**Cell classes on the final placement**

Scale: 6 px per um.
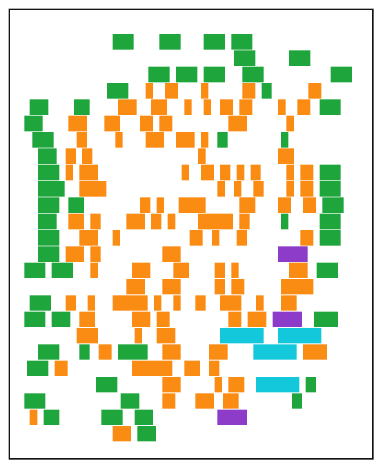
**Met3 routing**

Scale: 4 px per um.
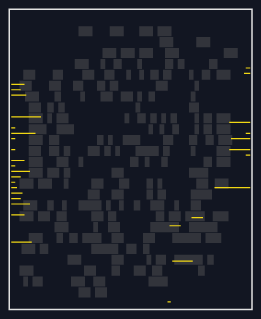
--- src/rtl/ctrl_pkg.sv ---
// Shared types for the multicycle RV32I control FSM.
// State, ALU, immediate-format and mux-select encodings.
package ctrl_pkg;

  typedef enum logic [3:0] {
    ALU_ADD   = 4'd0,
    ALU_SUB   = 4'd1,
    ALU_AND   = 4'd2,
    ALU_OR    = 4'd3,
    ALU_XOR   = 4'd4,
    ALU_SLL   = 4'd5,
    ALU_SRL   = 4'd6,
    ALU_SRA   = 4'd7,
    ALU_SLT   = 4'd8,
    ALU_BPASS = 4'd9
  } alu_op_t;

  typedef enum logic [2:0] {
    SEXT_ADDI = 3'd0,
    SEXT_SLLI = 3'd1,
    SEXT_SW   = 3'd2,
    SEXT_LUI  = 3'd3
  } sign_extend_t;

  typedef enum logic [6:0] {
    OP_R      = 7'b0110011,
    OP_I      = 7'b0010011,
    OP_LUI    = 7'b0110111,
    OP_LOAD   = 7'b0000011,
    OP_STORE  = 7'b0100011,
    OP_BRANCH = 7'b1100011,
    OP_JAL    = 7'b1101111,
    OP_JALR   = 7'b1100111
  } opcode_t;

  typedef enum logic [3:0] {
    FETCH    = 4'd0,
    DECODE   = 4'd1,
    EXEC_R   = 4'd2,
    EXEC_I   = 4'd3,
    MEM_ADDR = 4'd4,
    MEM_RD   = 4'd5,
    MEM_WR   = 4'd6,
    WB_ALU   = 4'd7,
    WB_MEM   = 4'd8,
    BRANCH   = 4'd9,
    JUMP     = 4'd10,
    JALR     = 4'd11,
    TRAP     = 4'd12
  } state_t;

  typedef enum logic [1:0] {
    PC_PLUS4  = 2'd0,
    PC_TARGET = 2'd1,
    PC_ALU    = 2'd2
  } pc_src_sel_t;

  typedef enum logic [1:0] {
    RES_ALU = 2'd0,
    RES_MEM = 2'd1,
    RES_PC4 = 2'd2
  } result_sel_t;

  localparam logic [6:0] F7_ALT = 7'b0100000;

endpackage

--- src/rtl/ctrl_alu_decoder.sv ---
// Combinational map from instruction fields to ALU
// operation and immediate format.
module ctrl_alu_decoder
  import ctrl_pkg::*;
(
  input  logic [6:0]   opcode,
  input  logic [2:0]   funct3,
  input  logic [6:0]   funct7,
  output alu_op_t      alu_op,
  output sign_extend_t sext
);

  logic    alt;
  alu_op_t base_op;

  assign alt = (funct7 == F7_ALT);

  // Shared funct3 table; callers override 000 and 101.
  always_comb begin
    base_op = ALU_ADD;
    unique case (funct3)
      3'b000: base_op = ALU_ADD;
      3'b001: base_op = ALU_SLL;
      3'b010: base_op = ALU_SLT;
      3'b011: base_op = ALU_SLT;
      3'b100: base_op = ALU_XOR;
      3'b101: base_op = ALU_SRL;
      3'b110: base_op = ALU_OR;
      3'b111: base_op = ALU_AND;
      default: base_op = ALU_ADD;
    endcase
  end

  always_comb begin
    alu_op = ALU_ADD;
    sext   = SEXT_ADDI;
    case (opcode)
      OP_R: begin
        alu_op = base_op;
        if (funct3 == 3'b000 && alt)
          alu_op = ALU_SUB;
      end
      OP_I: begin
        alu_op = base_op;
        if (funct3 == 3'b101 && alt)
          alu_op = ALU_SRA;
        if (funct3 == 3'b001 || funct3 == 3'b101)
          sext = SEXT_SLLI;
      end
      OP_LUI: begin
        alu_op = ALU_BPASS;
        sext   = SEXT_LUI;
      end
      OP_STORE: sext = SEXT_SW;
      default: begin
        alu_op = ALU_ADD;
        sext   = SEXT_ADDI;
      end
    endcase
  end

endmodule

--- src/rtl/multicycle_control.sv ---
// Multicycle RV32I main control FSM with memory handshake.
// Optional perf counters under CTRL_PERF_COUNT_EN.
module multicycle_control
  import ctrl_pkg::*;
(
  input  logic        clk,
  input  logic        reset,
  input  logic [6:0]  opcode,
  input  logic [2:0]  funct3,
  input  logic [6:0]  funct7,
  input  logic        alu_eq,
  input  logic        mem_ready,
  output logic        mem_read,
  output logic        mem_write,
  output logic        addr_sel,
  output logic        ir_write,
  output logic        pc_write,
  output logic [1:0]  pc_src_sel,
  output logic        reg_write,
  output logic [1:0]  result_sel,
  output logic        alu_src_b,
  output logic [3:0]  alu_op,
  output logic [2:0]  sign_extend_type,
  output logic [3:0]  state,
  output logic        instr_retired,
  output logic        illegal
`ifdef CTRL_PERF_COUNT_EN
  ,
  output logic [31:0] cycle_count,
  output logic [31:0] instret_count
`endif
);

  state_t       state_q;
  state_t       state_d;
  alu_op_t      dec_alu_op;
  sign_extend_t dec_sext;
  logic         taken;

  ctrl_alu_decoder u_dec (
    .opcode (opcode),
    .funct3 (funct3),
    .funct7 (funct7),
    .alu_op (dec_alu_op),
    .sext   (dec_sext)
  );

  assign taken = (funct3 == 3'b000 &&  alu_eq)
              || (funct3 == 3'b001 && !alu_eq);

  assign state = reset ? FETCH : state_q;

  always_ff @(posedge clk) begin
    if (reset) state_q <= FETCH;
    else       state_q <= state_d;
  end

  always_comb begin
    state_d = state_q;
    unique case (state_q)
      FETCH:
        if (mem_ready) state_d = DECODE;
      DECODE:
        case (opcode)
          OP_R:      state_d = EXEC_R;
          OP_I:      state_d = EXEC_I;
          OP_LUI:    state_d = EXEC_I;
          OP_LOAD:   state_d = MEM_ADDR;
          OP_STORE:  state_d = MEM_ADDR;
          OP_BRANCH: state_d = BRANCH;
          OP_JAL:    state_d = JUMP;
          OP_JALR:   state_d = JALR;
          default:   state_d = TRAP;
        endcase
      EXEC_R:   state_d = WB_ALU;
      EXEC_I:   state_d = WB_ALU;
      MEM_ADDR:
        state_d = (opcode == OP_STORE) ? MEM_WR : MEM_RD;
      MEM_RD:
        if (mem_ready) state_d = WB_MEM;
      MEM_WR:
        if (mem_ready) state_d = FETCH;
      WB_ALU:   state_d = FETCH;
      WB_MEM:   state_d = FETCH;
      BRANCH:   state_d = FETCH;
      JUMP:     state_d = FETCH;
      JALR:     state_d = FETCH;
      TRAP:     state_d = TRAP;
      default:  state_d = TRAP;
    endcase
  end

  // Reset masks every strobe so an abandoned instruction
  // cannot write anything on its last cycle.
  always_comb begin
    mem_read         = 1'b0;
    mem_write        = 1'b0;
    addr_sel         = 1'b0;
    ir_write         = 1'b0;
    pc_write         = 1'b0;
    pc_src_sel       = PC_PLUS4;
    reg_write        = 1'b0;
    result_sel       = RES_ALU;
    alu_src_b        = 1'b0;
    alu_op           = ALU_ADD;
    sign_extend_type = SEXT_ADDI;
    instr_retired    = 1'b0;
    illegal          = 1'b0;
    if (!reset) begin
      unique case (state_q)
        FETCH: begin
          mem_read = 1'b1;
          if (mem_ready) begin
            ir_write = 1'b1;
            pc_write = 1'b1;
          end
        end
        EXEC_R: alu_op = dec_alu_op;
        EXEC_I, MEM_ADDR: begin
          alu_src_b        = 1'b1;
          alu_op           = dec_alu_op;
          sign_extend_type = dec_sext;
        end
        MEM_RD: begin
          mem_read = 1'b1;
          addr_sel = 1'b1;
        end
        MEM_WR: begin
          mem_write     = 1'b1;
          addr_sel      = 1'b1;
          instr_retired = mem_ready;
        end
        WB_ALU: begin
          reg_write     = 1'b1;
          instr_retired = 1'b1;
        end
        WB_MEM: begin
          reg_write     = 1'b1;
          result_sel    = RES_MEM;
          instr_retired = 1'b1;
        end
        BRANCH: begin
          instr_retired = 1'b1;
          if (taken) begin
            pc_write   = 1'b1;
            pc_src_sel = PC_TARGET;
          end
        end
        JUMP: begin
          reg_write     = 1'b1;
          result_sel    = RES_PC4;
          pc_write      = 1'b1;
          pc_src_sel    = PC_TARGET;
          instr_retired = 1'b1;
        end
        JALR: begin
          alu_src_b        = 1'b1;
          alu_op           = dec_alu_op;
          sign_extend_type = dec_sext;
          reg_write        = 1'b1;
          result_sel       = RES_PC4;
          pc_write         = 1'b1;
          pc_src_sel       = PC_ALU;
          instr_retired    = 1'b1;
        end
        TRAP: illegal = 1'b1;
        default: ;
      endcase
    end
  end

`ifdef CTRL_PERF_COUNT_EN
  always_ff @(posedge clk) begin
    if (reset) begin
      cycle_count   <= '0;
      instret_count <= '0;
    end else begin
      cycle_count   <= cycle_count + 32'd1;
      instret_count <= instret_count
                     + {31'd0, instr_retired};
    end
  end
`endif

endmodule

--- config.mk ---
export PLATFORM = sky130hd
export DESIGN_NAME = multicycle_control
export DESIGN_NICKNAME = d
export VERILOG_FILES = /design/src/rtl/ctrl_pkg.sv /design/src/rtl/ctrl_alu_decoder.sv /design/src/rtl/multicycle_control.sv
export SDC_FILE = /design/constraint.sdc
export NUM_CORES = 1
export LEC_CHECK = 0
export CAP_MARGIN = 40
export CELL_PAD_IN_SITES_DETAIL_PLACEMENT = 1
export CELL_PAD_IN_SITES_GLOBAL_PLACEMENT = 2
export CORE_ASPECT_RATIO = 1.25
export CORE_MARGIN = 1.5
export CORE_UTILIZATION = 20
export DETAILED_ROUTE_END_ITERATION = 12
export GPL_TIMING_DRIVEN = 0
export HOLD_SLACK_MARGIN = 0.15
export PLACE_DENSITY_LB_ADDON = 0.1
export SLEW_MARGIN = 20
export SYNTH_ARGS = -nofsm -noshare
export SYNTH_HDL_FRONTEND = slang
export SYNTH_SLANG_ARGS = --single-unit
export TNS_END_PERCENT = 100
--- constraint.sdc ---
create_clock -name clk -period 2.95 [get_ports clk]
set_input_delay 0.59 -clock clk [delete_from_list [all_inputs] [get_ports clk]]
set_output_delay 0.59 -clock clk [all_outputs]
set_load 0.005 [all_outputs]
==> summary.txt <==
PortBufs - 42
top sig layer - met4
Largest regs - state_q x4
synthesis area per yosys - 822 um2
critical path class - in -> out
setup_tns - 0 ns
status - completed
cells on worst reg2reg path - 5
crit path DAT - 2.27 ns
stage-log warning count - 26
clk_lat worst skew - 0.22 ns
largest net degree at the start of global routing - 11
Met2 Wirelength - 1710 um
row count - 25
final core area utilization - 36.5%
Startpoint Class - primary input
RR Startpoint - state_q[0]
nets@finish - 193
Final Cell Area - 1410 um2
most frequent logic cell in the layout - clkdlybuf4s50_1
via/cell ratio - 4.86
drt first pass iters - 4
diode count - 0
pwr/cell area - 464 nW/um2
Final ANT Viol Nets - 0
Lkg Pwr - 0.558 nW
post-route insts no fill - 224
clk buf depth - 2
layout cells sized above 1 - 12.9%
CP Capture Type - output port
Top Layout Cells - 32 x clkdlybuf4s50_1, 14 x nor2_1, 11 x nand2_1, 8 x dlygate4sd2_1, 6 x nor2b_1
Max-cap violations - 0
Fin Hold WS - 0.678 ns
die width - 60.3 um
initial antenna violation count - 0
dpl ws - -0.376 ns
clk sinks - 4
Detailed Place HPWL - 2500 um
first-pass GRT wire length - 5370 um
Yosys Instances - 124
hold_buf cts - 0
Synth Seq Share - 9.74%
DR iter-0 viols - 26
Synth Cell Area - 822 um2
Yosys reg bits - 4
CTS Buf Count - 3
Largest register FFs - 4
post-synthesis net count - 145
vias in the first global route - 1156
syn_area_per_cell - 6.63 um2
area grow syn2layout - 70.9%
FP Util - 21.4%
Tmin final - 2.86 ns
Mapped Cells - 124
H-tree levels - 1
FMAX - 349 MHz
met2 Resource Use GR - 28.0%
worst-path fanout max - 5
DR DRC count - 0
Yosys top cell by area - dfxtp_1
Placement Cell Area - 1310 um2
class of the worst hold path - reg -> reg
fin. max-slew vios - 0
VDD IR max - 0.185 mV
final worst path period share - 97.1%
Register-to-Register Setup Slack - 1.32 ns
-- 'cell classes on the final placement' (at the start) --
| color | class | cells | share of their area |
|---|---|---|---|
| purple | cells driving clock nets | 3 | 3.1% |
| green | other buffers and delay cells | 54 | 37% |
| orange | all other logic | 109 | 54% |
| cyan | flip-flops | 4 | 6.0% |

-- 'met3 routing' (at the start) --
nets with wire on the layer: 29
main direction: horizontal
wire length on this layer: 89.2 um
total number of vias: 1088
WL final: 3170 um

power by group:
group / switching, W / internal (W) / total, W / leakage, nW
registers: 0.0000162 / 0.0000722 / 0.0000884 / 0.0330
logic: 0.000232 / 0.000215 / 0.000447 / 0.503
clock network: 0.0000303 / 0.0000871 / 0.000117 / 0.0216
total: 0.000278 / 0.000374 / 0.000652 / 0.558
kinds of logic (layout without fill, tap and decap cells):
kind of cell              after synthesis  count (layout)  share of synthesized area (%)
AOI/OAI and AO/OA                      28              28                           24.8
DFF                                     4               4                           9.74
and+or+nand+nor                        72              72                           51.4
other                                   1               1                          0.456
buffers and inverters                  14              60                           8.22
xor gates and xnor gates                5               5                           5.33
synthesized netlist by cell type:
| master | instances |
|---|---|
| nor2_1 | 14 |
| nand2_1 | 11 |
| clkbuf_1 | 6 |
| nor2b_1 | 6 |
| nor3b_1 | 6 |
| a21oi_1 | 5 |
| and3_1 | 5 |
| o21ai_0 | 5 |
| dfxtp_1 | 4 |
| nand3_1 | 4 |
| nand4b_1 | 4 |
| nor3_1 | 4 |
| nor4_1 | 4 |
| xor2_1 | 4 |
| buf_2 | 3 |
| inv_1 | 3 |
| nand2b_1 | 3 |
| a211oi_1 | 2 |
| a21o_1 | 2 |
| a31oi_1 | 2 |
| a32oi_1 | 2 |
| and2_1 | 2 |
| and3b_1 | 2 |
| a211o_1 | 1 |
| a2bb2oi_1 | 1 |
| a2bb2oi_2 | 1 |
| a311oi_1 | 1 |
| a32o_1 | 1 |
| and4_1 | 1 |
| buf_4 | 1 |
| buf_6 | 1 |
| conb_1 | 1 |
| nor3b_2 | 1 |
| nor4b_1 | 1 |
| nor4bb_1 | 1 |
| o2111ai_1 | 1 |
| o211a_1 | 1 |
| o211ai_1 | 1 |
| o2bb2ai_1 | 1 |
| o31ai_1 | 1 |
| or2_0 | 1 |
| or3b_2 | 1 |
| or4_4 | 1 |
| xnor2_1 | 1 |
timing repair:
| action | in CTS | in global routing |
|---|---|---|
| endpoints found under the hold margin | 0 | 0 |
| setup endpoints to repair | 7 | 3 |
| pin swaps | 1 | 1 |
| buffers inserted | 0 | 2 |
| gates resized | 19 | 7 |
worst min-delay path by stage:
stage                           from    endpoint  slack [ns]  depth (start not counted)
final                     state_q[0]  state_q[0]        0.68                          3
after detailed placement  state_q[2]  state_q[3]        0.81                          3
after CTS                 state_q[2]  state_q[3]        0.81                          3
after global routing      state_q[0]  state_q[0]        0.72                          3
after global placement    state_q[2]  state_q[3]        0.80                          3
after floorplan           state_q[3]  state_q[2]        0.65                          3
cell type report:
cell class / count / area, um2 / share of cell area [%]
buffer: 10 / 65.1 / 4.63
inverter: 3 / 11.3 / 0.801
timing repair buffer: 44 / 428 / 30.5
tap: 54 / 67.6 / 4.81
clock buffer: 3 / 41.3 / 2.94
sequential: 4 / 80.1 / 5.70
multi-input combinational: 106 / 712 / 50.7
critical path, cell delays in order:
cell	delay [ns]
clkdlybuf4s50_1	0.49
and2_4	0.18
nand2_1	0.08
a211o_1	0.33
buf_4	0.16
nor4_2	0.21
clkdlybuf4s15_1	0.24
Power is estimated from default activity; no workload was simulated.
